**src/rtl/mem_port_arbiter.sv**
```systemverilog
// mem_port_arbiter: shares one request/acknowledge memory port between
// instruction fetch (IF) and the memory stage (MEM). MEM wins ties. The
// requester's stall drops for exactly one RESP cycle, when its data is valid.
// Optional feature: define MEMARB_TIMEOUT_EN to build the BUSY watchdog that
// forces completion with 32'hDEADBEEF and raises the sticky ErrTimeout flag.
module mem_port_arbiter #(
    parameter int unsigned TIMEOUT_CYCLES = 255
) (
    input  logic        clk,
    input  logic        reset,
    // instruction fetch side
    input  logic        IFReq,
    input  logic [0:31] IFAddr,
    output logic [0:31] IFData,
    output logic        IFStall,
    // memory stage side
    input  logic        MEMReq,
    input  logic        MEMWE,
    input  logic [0:31] MEMAddr,
    input  logic [0:31] MEMWData,
    input  logic [0:1]  MEMSize,
    input  logic        MEMExt,
    output logic [0:31] MEMRData,
    output logic        MEMStall,
    // shared memory port
    output logic        PortReq,
    output logic        PortWE,
    output logic [0:31] PortAddr,
    output logic [0:31] PortWData,
    output logic [0:1]  PortSize,
    output logic        PortExt,
    input  logic [0:31] PortRData,
    input  logic        PortAck,
    // status
    output logic        ErrTimeout
);

    typedef enum logic [2:0] {
        IDLE     = 3'd0,
        BUSY_IF  = 3'd1,
        BUSY_MEM = 3'd2,
        RESP_IF  = 3'd3,
        RESP_MEM = 3'd4
    } state_t;

    localparam logic [0:31] TIMEOUT_DATA = 32'hDEADBEEF;
    localparam logic [0:1]  SIZE_WORD    = 2'b10;

    state_t      state_q, state_d;
    logic        port_req_q, port_req_d;
    logic        port_we_q, port_we_d;
    logic [0:31] port_addr_q, port_addr_d;
    logic [0:31] port_wdata_q, port_wdata_d;
    logic [0:1]  port_size_q, port_size_d;
    logic        port_ext_q, port_ext_d;
    logic [0:31] if_data_q, if_data_d;
    logic [0:31] mem_rdata_q, mem_rdata_d;
    logic [0:31] cap_data;
    logic        busy;
    logic        timeout_hit;

    assign busy = (state_q == BUSY_IF) || (state_q == BUSY_MEM);

`ifdef MEMARB_TIMEOUT_EN
    // The last BUSY cycle allowed before the forced completion.
    localparam logic [15:0] TMO_LAST = 16'(TIMEOUT_CYCLES - 1);

    logic [15:0] tmo_cnt_q, tmo_cnt_d;
    logic        err_q, err_d;

    // Watchdog count: zeroed while idle so every BUSY entry starts at 0,
    // bumped on each BUSY cycle that passes without PortAck; error is sticky.
    always_comb begin
        tmo_cnt_d = tmo_cnt_q;
        err_d     = err_q;
        if (state_q == IDLE) begin
            tmo_cnt_d = '0;
        end else if (busy && !PortAck) begin
            tmo_cnt_d = tmo_cnt_q + 16'd1;
        end
        if (busy && timeout_hit && !PortAck) begin
            err_d = 1'b1;
        end
    end

    // Watchdog registers.
    always_ff @(posedge clk or negedge reset) begin
        if (!reset) begin
            tmo_cnt_q <= '0;
            err_q     <= 1'b0;
        end else begin
            tmo_cnt_q <= tmo_cnt_d;
            err_q     <= err_d;
        end
    end

    assign timeout_hit = (tmo_cnt_q == TMO_LAST);
    assign ErrTimeout  = err_q;
`else
    assign timeout_hit = 1'b0;
    assign ErrTimeout  = 1'b0;
`endif

    // Next-state and port-field logic: pick a requester in IDLE, wait for the
    // acknowledge (or watchdog) in BUSY, then spend one cycle in RESP.
    always_comb begin
        // NOTE: every signal gets a default before the case so no path leaves it unassigned (no latches).
        state_d      = state_q;
        port_req_d   = port_req_q;
        port_we_d    = port_we_q;
        port_addr_d  = port_addr_q;
        port_wdata_d = port_wdata_q;
        port_size_d  = port_size_q;
        port_ext_d   = port_ext_q;
        if_data_d    = if_data_q;
        mem_rdata_d  = mem_rdata_q;
        cap_data     = PortAck ? PortRData : TIMEOUT_DATA;

        case (state_q)
            IDLE: begin
                if (MEMReq) begin
                    state_d      = BUSY_MEM;
                    port_req_d   = 1'b1;
                    port_we_d    = MEMWE;
                    port_addr_d  = MEMAddr;
                    port_wdata_d = MEMWData;
                    port_size_d  = MEMSize;
                    port_ext_d   = MEMExt;
                end else if (IFReq) begin
                    state_d      = BUSY_IF;
                    port_req_d   = 1'b1;
                    port_we_d    = 1'b0;
                    port_addr_d  = IFAddr;
                    port_wdata_d = '0;
                    port_size_d  = SIZE_WORD;
                    port_ext_d   = 1'b0;
                end
            end
            BUSY_IF, BUSY_MEM: begin
                // An acknowledge in the watchdog's final cycle wins: real data, no error.
                if (PortAck || timeout_hit) begin
                    port_req_d = 1'b0;
                    if (state_q == BUSY_IF) begin
                        state_d   = RESP_IF;
                        if_data_d = cap_data;
                    end else begin
                        state_d = RESP_MEM;
                        // Stores complete without disturbing the last load result.
                        if (!port_we_q) begin
                            mem_rdata_d = cap_data;
                        end
                    end
                end
            end
            RESP_IF, RESP_MEM: begin
                state_d = IDLE;
            end
            default: begin
                state_d    = IDLE;
                port_req_d = 1'b0;
            end
        endcase
    end

    // State and datapath registers; reset abandons any in-flight access.
    always_ff @(posedge clk or negedge reset) begin
        if (!reset) begin
            state_q      <= IDLE;
            port_req_q   <= 1'b0;
            port_we_q    <= 1'b0;
            port_addr_q  <= '0;
            port_wdata_q <= '0;
            port_size_q  <= '0;
            port_ext_q   <= 1'b0;
            if_data_q    <= '0;
            mem_rdata_q  <= '0;
        end else begin
            // NOTE: non-blocking assignments so all flops update together from pre-edge values.
            state_q      <= state_d;
            port_req_q   <= port_req_d;
            port_we_q    <= port_we_d;
            port_addr_q  <= port_addr_d;
            port_wdata_q <= port_wdata_d;
            port_size_q  <= port_size_d;
            port_ext_q   <= port_ext_d;
            if_data_q    <= if_data_d;
            mem_rdata_q  <= mem_rdata_d;
        end
    end

    // A requester stalls whenever it asks and is not in its own RESP cycle.
    assign IFStall   = IFReq  && (state_q != RESP_IF);
    assign MEMStall  = MEMReq && (state_q != RESP_MEM);

    assign PortReq   = port_req_q;
    assign PortWE    = port_we_q;
    assign PortAddr  = port_addr_q;
    assign PortWData = port_wdata_q;
    assign PortSize  = port_size_q;
    assign PortExt   = port_ext_q;
    assign IFData    = if_data_q;
    assign MEMRData  = mem_rdata_q;

endmodule

```
**config.mk**
```make
export PLATFORM = sky130hd
export DESIGN_NAME = mem_port_arbiter
export DESIGN_NICKNAME = d
export VERILOG_FILES = /design/src/rtl/mem_port_arbiter.sv
export SDC_FILE = /design/constraint.sdc
export NUM_CORES = 1
export LEC_CHECK = 0
export CORE_UTILIZATION = 30
export DETAILED_ROUTE_END_ITERATION = 10
export PLACE_DENSITY = 0.69
export REMOVE_ABC_BUFFERS = 1
export SKIP_LAST_GASP = 1
export SYNTH_ARGS = -nofsm -noshare
export SYNTH_HDL_FRONTEND = slang
export SYNTH_SLANG_ARGS = --single-unit
```
**constraint.sdc**
```tcl
create_clock -name clk -period 3.1 [get_ports clk]
set_input_delay 0.775 -clock clk [delete_from_list [all_inputs] [get_ports clk]]
set_output_delay 0.775 -clock clk [all_outputs]
set_load 0.05 [all_outputs]
```
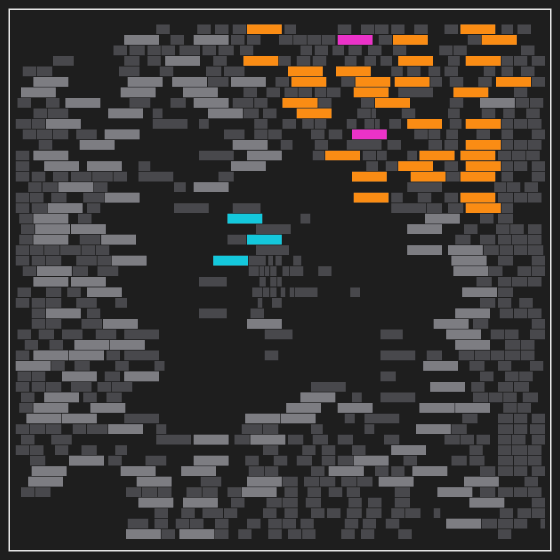
ff_map.png
Other sequential cells in the stronger grey, the rest of the logic in the fainter grey.
- PortSize: magenta (flops 2)
- state_q: cyan (flops 3)
- PortWData: orange (flops 32)

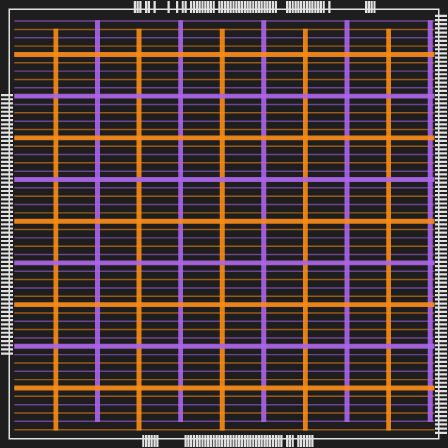
floorplan.png
Pins as bars on the die edge.
- VSS: orange
- VDD: purple
- signal pins: 273
- rows: 49
- met1 rails: 50
- met4 straps: 10
- met5 straps: 9

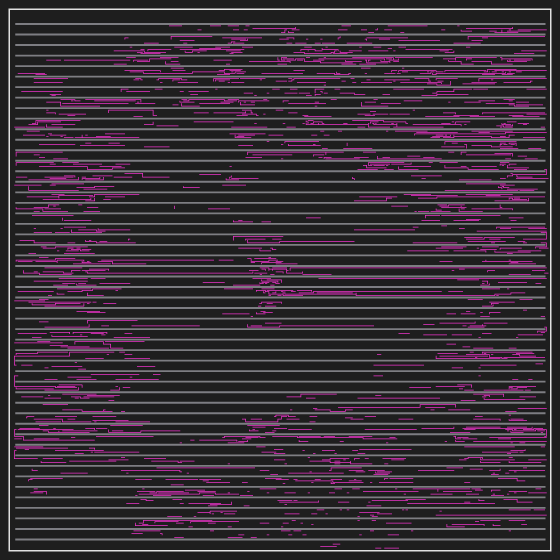
m1.png
Supply wires on this layer in grey.
- longest straight run: 66.2 um
- main direction: horizontal
- nets with wire on the layer: 620
drt total wl: 14990 um
M1 GR Usage: 18.20%
vias: 3945

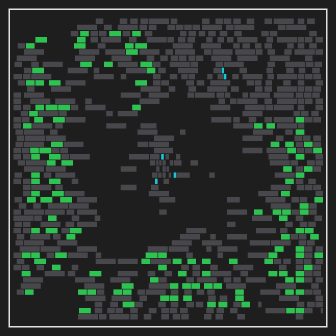
gates.png
- mux cells: green (cells 128; most used mux2_2; where widely spread)
- inv cells: cyan (cells 5; most used inv_1; where centre)
final cell count without fillers: 866
most numerous logic cell after layout: clkdlybuf4s50_1

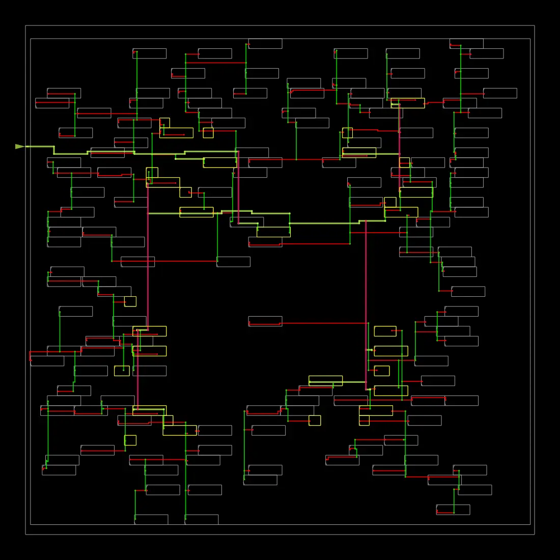
clock_nets.png
clock tree sinks: 136
Clock net power: 0.00190 W
TritonCTS Buffers: 17

==> reports/results.ini <==
[power_and_ir_drop]
power_frac_comb_pct=57.0
leakage_nw=3.844
finalPower_w=0.01173
p_per_area_mw_per_mm2=1287
switching_share_pct=46.35
ir_drop_v=0.0007071
internal_power_w=0.006290
p_seq_w=0.00314
seqPwrFrac_pct=26.8
largestPowerGroup=combinational cells

[cells_and_area]
num-nets-final=761
signal_buffers=280
clkbuf_count=17
comb_share_pct=22.16
mi_logic_area_mm2=0.002019
drive_above_1_share_pct=27.47
sh_seq_area_pct=37.35
n_all_inverters=5
syn2layout_area_growth_pct=60.36
flop_area_mm2=0.003403
final_util_pct=49.87
lay_top_cells=267 x clkdlybuf4s50_1, 136 x dfrtp_1, 96 x mux2_2
flop-count=136
bufAreaShareNonClock_pct=30.97
comb_cells=184
final-clk-cell-share_pct=6.166
n_antenna_cell=0

[critical_path]
critPathMaxFanout=4
cp_num_buf_inv=2
endpoint=IFStall
r2r_slack_ns=1.24
criticalPathCategory=in2out
r2r-start=state_q[1]
cp.depth=3
path_cells=clkdlybuf4s50_1, o21a_1, buf_12
required_ns=2.32
crit_family=buffers and inverters
crit_path_end_kind=output pin
crit_start=IFReq
cp.arrival_ns=1.72
critPathSlowestCell=clkdlybuf4s50_1
r2r_cells=5
slowest_delay_ns=0.58
cp-start-kind=primary input
reg2reg_to=PortWData[27]

[logic_synthesis]
synthDistinctLibCells=27
yosysCellCount=350
yosys_warnings=0
yosys.area_share.aoi_pct=6.562
common_cells=136 x dfrtp_1, 96 x mux2_2, 35 x a22o_1
ys_ff=136
mux_share_pct=27.35
synthesis.area_mm2=0.005682
synth_simple_gate_area_share_pct=1.431
synthAdderAreaFrac_pct=0
most_common_cell=dfrtp_1
enable_flop_cells=0
postSynthSeqShare_pct=59.90
ys_area_mm2=0.005682
area_leaders=dfrtp_1 60%, mux2_2 19%, mux2_4 7.9%
syn_inst=350
top_cell_area_share_pct=59.90

[timing]
setup_slack_ns=0.6059
maxSlewViolCount=0
hold_viol=0
worst_hold_slack_ns=0.2463
tns_ns=0
clock.fmax_mhz=401.0
setup_violations=0
fin_skew_ns=0.008379
worst_pin_slew_ns=0.5718
rsz0062_at_grt=no

[detailed_routing]
drt-initial-drc-count=89
wl_met2_um=7158
final_antenna_net_count=0
routedWlPerCell_um=17.31
drt-vias-per-instance=4.555
wl_met3_um=1348
wl_met1_um=6124

[floorplanning]
dieArea_mm2=0.01949
rows=49
initCoreUtil_pct=31.10
die-width_um=139.6
pin_count=273

[placed_design]
place_area_mm2=0.008549
place_inst=834
place_ws_ns=0.5871
io_buffers=271
gp_congestion=0.7412

[grt]
antenna_found_initial=0
grt-busiest-layer=met2
grt_max_degree=69
gr-usage-met2_pct=26.08
grt_pass1_vias=4318
grt_pass1_wl_um=23670

[outcome]
status=completed

[clock_network]
clk_pin_slew_ns=0.07
post_cts_buffers=0
cts_tree=built
htreeDepth=4
cts_root_buf=clkbuf_16
insertion_delay_ns=0.41
clockBufferDepth=2
cts_resized=0

[job]
warnings=25
drv_cap=0

[worst_hold_path]
hp-class=in2async

No activity file was given, so power comes from the tool's default toggle rates.
